<file path="src/rtl/semaforo_pkg.sv">
// Shared definitions for the traffic-light monitor: colour bit positions,
// tracker states, error codes and saturating count helpers.
package semaforo_pkg;

    localparam int unsigned GREEN_BIT  = 0;
    localparam int unsigned YELLOW_BIT = 1;
    localparam int unsigned RED_BIT    = 2;
    localparam int unsigned CNT_W      = 8;

    typedef logic [CNT_W-1:0] cnt_t;

    typedef enum logic [1:0] {
        NOPREV = 2'd0,
        GREEN  = 2'd1,
        YELLOW = 2'd2,
        RED    = 2'd3
    } trk_state_t;

    typedef enum logic [2:0] {
        ERR_NONE     = 3'd0,
        ERR_ENC_A    = 3'd1,
        ERR_ENC_B    = 3'd2,
        ERR_CONFLICT = 3'd3,
        ERR_TRANS_A  = 3'd4,
        ERR_TRANS_B  = 3'd5,
        ERR_DWELL_A  = 3'd6
    } err_code_t;

    function automatic cnt_t sat_inc(input cnt_t v);
        return (v == '1) ? v : v + cnt_t'(1);
    endfunction

    // NOPREV doubles as "not a one-hot colour"
    function automatic trk_state_t decode_light(input logic [2:0] l);
        trk_state_t s;
        s = NOPREV;
        if (l == (3'b001 << GREEN_BIT))  s = GREEN;
        if (l == (3'b001 << YELLOW_BIT)) s = YELLOW;
        if (l == (3'b001 << RED_BIT))    s = RED;
        return s;
    endfunction

    function automatic trk_state_t successor(input trk_state_t s);
        trk_state_t n;
        case (s)
            GREEN:   n = YELLOW;
            YELLOW:  n = RED;
            RED:     n = GREEN;
            default: n = NOPREV;
        endcase
        return n;
    endfunction

endpackage

</file>
<file path="src/rtl/semaforo_monitor_if.sv">
// Light buses and pedestrian button shared by the controller and its monitor.
interface semaforo_monitor_if;
    logic       bt;
    logic [2:0] A;
    logic [2:0] B;

    modport master (output bt, A, B);
    modport slave  (input  bt, A, B);
endinterface

</file>
<file path="src/rtl/semaforo_light_tracker.sv">
// Per-light colour tracker: encoding, transition and dwell-time checks.
module semaforo_light_tracker
    import semaforo_pkg::*;
#(
    parameter bit   DWELL_EN = 1'b1,
    parameter cnt_t MIN_G    = 8'd1,
    parameter cnt_t EXACT_Y  = 8'd3,
    parameter cnt_t MIN_R    = 8'd2
) (
    input  logic       clk,
    input  logic       rst,
    input  logic [2:0] light,
    output logic       enc_err,
    output logic       trans_err,
    output logic       dwell_err,
    output logic       nonred,
    output cnt_t       dwell
);

    trk_state_t state, state_nx, seen;
    cnt_t       dwell_nx;
    logic       resync, resync_nx;

    // state, dwell counter and resync flag register
    always_ff @(posedge clk) begin
        if (rst) begin
            state  <= NOPREV;
            dwell  <= '0;
            resync <= 1'b0;
        end else begin
            state  <= state_nx;
            dwell  <= dwell_nx;
            resync <= resync_nx;
        end
    end

    // next state, dwell update and violation flags for the current sample
    always_comb begin
        state_nx  = state;
        dwell_nx  = dwell;
        resync_nx = resync;
        enc_err   = 1'b0;
        trans_err = 1'b0;
        dwell_err = 1'b0;
        seen      = decode_light(light);
        nonred    = (seen != NOPREV) && (seen != RED);

        if (seen == NOPREV) begin
            // invalid sample: hold state/dwell, next valid sample re-enters unchecked
            enc_err   = 1'b1;
            resync_nx = 1'b1;
        end else if (state == NOPREV || resync) begin
            state_nx  = seen;
            dwell_nx  = cnt_t'(1);
            resync_nx = 1'b0;
        end else if (seen == state) begin
            dwell_nx = sat_inc(dwell);
            if (DWELL_EN && state == YELLOW && dwell == EXACT_Y)
                dwell_err = 1'b1;
        end else begin
            state_nx = seen;
            dwell_nx = cnt_t'(1);
            if (seen != successor(state)) begin
                trans_err = 1'b1;
            end else if (DWELL_EN) begin
                case (state)
                    GREEN:   dwell_err = (dwell < MIN_G);
                    // an overstayed yellow was already reported when it crossed EXACT_Y
                    YELLOW:  dwell_err = (dwell < EXACT_Y);
                    RED:     dwell_err = (dwell < MIN_R);
                    default: dwell_err = 1'b0;
                endcase
            end
        end
    end

endmodule

</file>
<file path="src/rtl/semaforo_monitor.sv">
// Passive checker for the traffic-light controller outputs and button input.
module semaforo_monitor
    import semaforo_pkg::*;
#(
    parameter cnt_t VERDE    = 8'd1,
    parameter cnt_t AMARELO  = 8'd3,
    parameter cnt_t VERMELHO = 8'd2
) (
    input  logic                clk,
    input  logic                rst,
    semaforo_monitor_if.slave   bus,
    output logic                err_valid,
    output logic [2:0]          err_code,
    output logic                err_sticky,
    output cnt_t                err_count,
    output cnt_t                press_count,
    output cnt_t                dwell_a
);

    logic      enc_a, trans_a, dwell_err_a, nonred_a;
    logic      enc_b, trans_b, nonred_b;
    cnt_t      dwell_b;
    logic      dwell_err_b;
    logic [CNT_W:0] b_unused;
    logic      bt_prev;
    err_code_t code_nx, code_q;

    semaforo_light_tracker #(
        .DWELL_EN (1'b1),
        .MIN_G    (VERDE),
        .EXACT_Y  (AMARELO),
        .MIN_R    (VERMELHO)
    ) u_trk_a (
        .clk       (clk),
        .rst       (rst),
        .light     (bus.A),
        .enc_err   (enc_a),
        .trans_err (trans_a),
        .dwell_err (dwell_err_a),
        .nonred    (nonred_a),
        .dwell     (dwell_a)
    );

    semaforo_light_tracker #(
        .DWELL_EN (1'b0),
        .MIN_G    (VERDE),
        .EXACT_Y  (AMARELO),
        .MIN_R    (VERMELHO)
    ) u_trk_b (
        .clk       (clk),
        .rst       (rst),
        .light     (bus.B),
        .enc_err   (enc_b),
        .trans_err (trans_b),
        .dwell_err (dwell_err_b),
        .nonred    (nonred_b),
        .dwell     (dwell_b)
    );

    // B has no dwell rule; its dwell outputs are intentionally left unused
    assign b_unused = {dwell_b, dwell_err_b};

    // priority encoder: lowest code wins
    always_comb begin
        code_nx = ERR_NONE;
        if (enc_a)                     code_nx = ERR_ENC_A;
        else if (enc_b)                code_nx = ERR_ENC_B;
        else if (nonred_a && nonred_b) code_nx = ERR_CONFLICT;
        else if (trans_a)              code_nx = ERR_TRANS_A;
        else if (trans_b)              code_nx = ERR_TRANS_B;
        else if (dwell_err_a)          code_nx = ERR_DWELL_A;
    end

    // error status, counters and button edge detector
    always_ff @(posedge clk) begin
        if (rst) begin
            err_valid   <= 1'b0;
            code_q      <= ERR_NONE;
            err_sticky  <= 1'b0;
            err_count   <= '0;
            press_count <= '0;
            bt_prev     <= 1'b0;
        end else begin
            err_valid <= (code_nx != ERR_NONE);
            if (code_nx != ERR_NONE) begin
                code_q     <= code_nx;
                err_sticky <= 1'b1;
                err_count  <= sat_inc(err_count);
            end
            bt_prev <= bus.bt;
            if (bus.bt && !bt_prev)
                press_count <= sat_inc(press_count);
        end
    end

    assign err_code = code_q;

endmodule
</file>
<file path="src/flat_wrapper.sv">
// flat-port wrapper written by rule: the top's interface ports become plain ports
module semaforo_monitor_flat import semaforo_pkg::*;
#(
    parameter cnt_t VERDE    = 8'd1,
    parameter cnt_t AMARELO  = 8'd3,
    parameter cnt_t VERMELHO = 8'd2
)
  (clk, rst, err_valid, err_code, err_sticky, err_count, press_count, dwell_a, bus_bt, bus_A, bus_B);
  semaforo_monitor_if bus_i ();
  input  logic clk;
  input  logic rst;
  output logic err_valid;
  output logic [2:0] err_code;
  output logic err_sticky;
  output cnt_t err_count;
  output cnt_t press_count;
  output cnt_t dwell_a;
  input wire logic [$bits(bus_i.bt)-1:0] bus_bt;
  input wire logic [$bits(bus_i.A)-1:0] bus_A;
  input wire logic [$bits(bus_i.B)-1:0] bus_B;
  assign bus_i.bt = bus_bt;
  assign bus_i.A = bus_A;
  assign bus_i.B = bus_B;
  semaforo_monitor #(.VERDE(VERDE), .AMARELO(AMARELO), .VERMELHO(VERMELHO)) u_core (.clk(clk), .rst(rst), .bus(bus_i), .err_valid(err_valid), .err_code(err_code), .err_sticky(err_sticky), .err_count(err_count), .press_count(press_count), .dwell_a(dwell_a));
endmodule
</file>
<file path="config.mk">
export PLATFORM = sky130hd
export DESIGN_NAME = semaforo_monitor_flat
export DESIGN_NICKNAME = d
export VERILOG_FILES = /design/src/rtl/semaforo_pkg.sv /design/src/rtl/semaforo_monitor_if.sv /design/src/rtl/semaforo_light_tracker.sv /design/src/rtl/semaforo_monitor.sv /design/src/flat_wrapper.sv
export SDC_FILE = /design/constraint.sdc
export NUM_CORES = 1
export LEC_CHECK = 0
export CAP_MARGIN = 20
export CORE_ASPECT_RATIO = 0.9
export CORE_MARGIN = 3
export CORE_UTILIZATION = 55
export DETAILED_ROUTE_END_ITERATION = 16
export PLACE_DENSITY = 0.8
export SYNTH_ARGS = -nofsm -noshare
export SYNTH_HDL_FRONTEND = slang
export SYNTH_HIERARCHICAL = 1
export SYNTH_SLANG_ARGS = --single-unit
</file>
<file path="constraint.sdc">
create_clock -name clk -period 3.55 [get_ports clk]
set_input_delay 0.71 -clock clk [delete_from_list [all_inputs] [get_ports clk]]
set_output_delay 0.71 -clock clk [all_outputs]
set_load 0.005 [all_outputs]
</file>
==> impl_metrics.ini <==
; generated from flow reports
[sta]
slew_headroom = 0.542
worst_slack_ps = 214
drv_slew = 0
setup_tns_ps = 0
worstMarginPinSlew_ps = 685
finalHoldViolations = 0
max_freq_mhz = 300
period_used_share = 0.940
period_minus_slack_ps = 3340
hold_ws_ps = 500
setup_viol = 0
rsz0062_at_grt = false

[critical_path]
max_stage_delay_ps = 530
cp-start-kind = primary input
worstPathCellList = clkdlybuf4s50_1 > maj3_2 > a21o_1 > a22o_2 > a2111o_1 > a21oi_1 > or3_1 > o32ai_4 > or4_1 > a21oi_1
cp.required_ps = 3770
timing_worst_setup_path_type = in2reg
r2r_start = u_core/u_trk_a/state[1]
r2r-end = u_core/err_count[5]
regToRegSetupSlack_ps = 410
critPathLaunch = bus_A[2]
crit_buf_inv = 1
worstPathMaxFanout = 8
crit_top_cell = a21oi_1
cp-end-kind = flop
slowest_stage = clkdlybuf4s50_1
crit_arrival_ps = 3560
cp_num_cells = 10
critPathTopFamily = AND-OR/OR-AND gates
crit_path_end = u_core/err_count[5]
worstRegToRegCells = 11

[cells_and_area]
fill_cells = 305
drive_gt1_frac = 0.159
buf_share = 0.177
syn_to_final_growth_pct = 25.4
comb_cells = 203
layout_top_cell = clkdlybuf4s50_1
fin_area_mm2 = 0.00290
largest_cell_class = multi-input combinational cells
signal_buffers = 56
n_clock_buffer = 7
clockNetworkAreaShare = 0.0332
top_regs = u_core/err_count (8), u_core/press_count (8), u_core/u_trk_a/dwell (8)
insertedDiodeCount = 0
nonClockInverterCount = 18
comb_share = 0.498
finalNonFillerCells = 366
nets = 342
comb_area_mm2 = 0.00144
layout_top_cells = clkdlybuf4s50_1 (37), dfxtp_1 (36), nor2_1 (24)

[clocking]
cts.clk_slew.worst_paths_ps = 70
ctsHtreeMaxLevel = 2
cts_tree = yes
cts.root.buffer_cell = clkbuf_8
postCtsSetupRepairBufs = 0
cts_resized = 0
cts.sinks = 36
clockBufferDepth = 2
postCtsHoldBufs = 0

[drt]
drc = 0
firstDrtPassIters = 4
routed_via_density = 5.97
top_layer = met4
wl_met1_mm = 2.54
met3_length_um = 231
ant_nets = 0
drt_iter0_markers = 180
dr_wl_met2_mm = 2.43
routedWlPerCell_um = 14.5

[pwr]
p_comb_frac = 0.226
p_int_uw = 710
powerDensity_mw_per_mm2 = 340
p_sw_frac = 0.280
seq_power_share = 0.455
power-top-group = registers
peakVddDrop_uv = 206
netSwitchingPower_uw = 276
p_leak_nw = 1.10
p_comb_uw = 223
total_power_uw = 986

[min_path]
hold_path.startpoint = u_core/err_sticky
holdPathStages = 2
min_to = u_core/err_sticky
min_path_type = reg2reg

[die]
tap_cells = 46
dieArea_mm2 = 0.00502
row_count = 21
fp_util = 0.595
core_area_mm2 = 0.00389
ios = 38

[yosys]
ys_warn_count = 6
syn_nets = 291
synth_cells = 269
synthesis.area_mm2 = 0.00231
synth_area_per_cell_um2 = 8.60

[placement]
place.gp.congestion = 0.873
place_area_mm2 = 0.00280
dp_hpwl_mm = 3.90
placed_cells = 359
dp_slack_ps = -105

[grt]
met2_usage = 0.366
grt-ovfl-total = 0
use_met1 = 0.298
grt_pass1_vias = 2017
grt_pass1_wl_mm = 8.94
grt_use_total = 0.227
antenna_found_initial = 0
grt_busiest_layer = met2
grt_max_degree = 20
grt_util_met3 = 0.0461

[job]
warnings = 32
maxCapViolCount = 0

[outcome]
status = finished, final reports clean
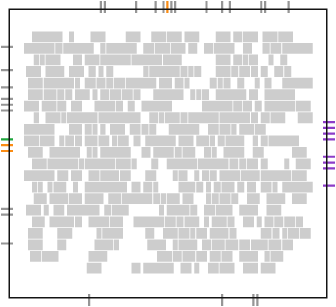
**Above:** I/O pins on the die edge.
Pins as bars across the die edge, other pins in gray.
Purple stands for dwell_a, pins 8, direction output, edge right. Green stands for err_sticky, pins 1, direction output, edge left. Orange stands for err_code, pins 3, direction output, edge 2 left, 1 top.
All pins by edge: 14 top, 12 left, 8 right, 4 bottom.
PortBufs: 37
die width: 74.3 um

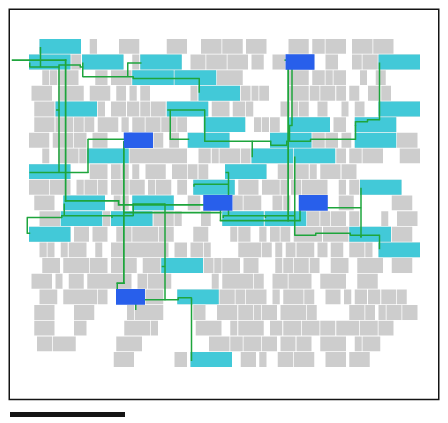
**Above:** clock network drawn from the DEF.
Bar = 20 um.
Blue stands for cells driving clock nets, count 5. Cyan stands for flip-flops, count 36. Green stands for clock wires, length 472 um.
There are 6 routed clock nets.
clk_skew: 4.91 ps
clk latency late pin: 290 ps
Clock power frac: 0.319
Clock Power: 314 uW

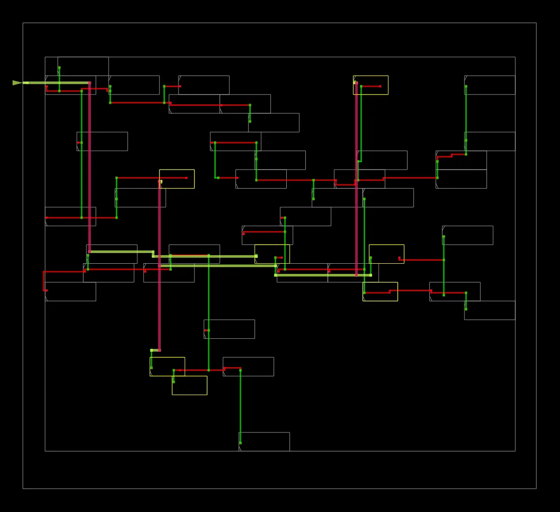
**Above:** clock routing.
Num CTS Buffers: 5
Seq cells: 36

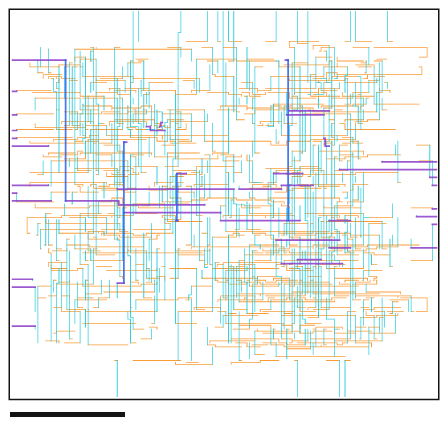
**Above:** routed metal, one color a layer.
Bar = 20 um.
Cyan stands for met2, wire length 2,430 um. Blue stands for met4, wire length 85.0 um. Purple stands for met3, wire length 231 um. Orange stands for met1, wire length 2,540 um.
Post-Route WL: 5.29 mm
via count: 2,186

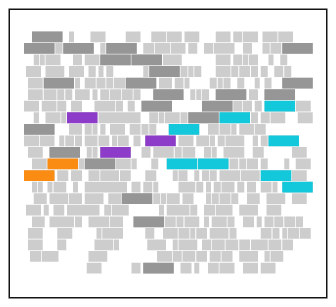
**Above:** register map, names as in the netlist.
Cyan stands for u_core/u_trk_a/dwell, sequential cells 8, where right middle. Orange stands for u_core/u_trk_b/state, sequential cells 2. Purple stands for u_core/err_code, sequential cells 3.
sequential power: 449 uW
Reg area: 721 um2
post-layout util: 0.745
flop share of the area: 0.249

No activity file was given, so power comes from the tool's default toggle rates.
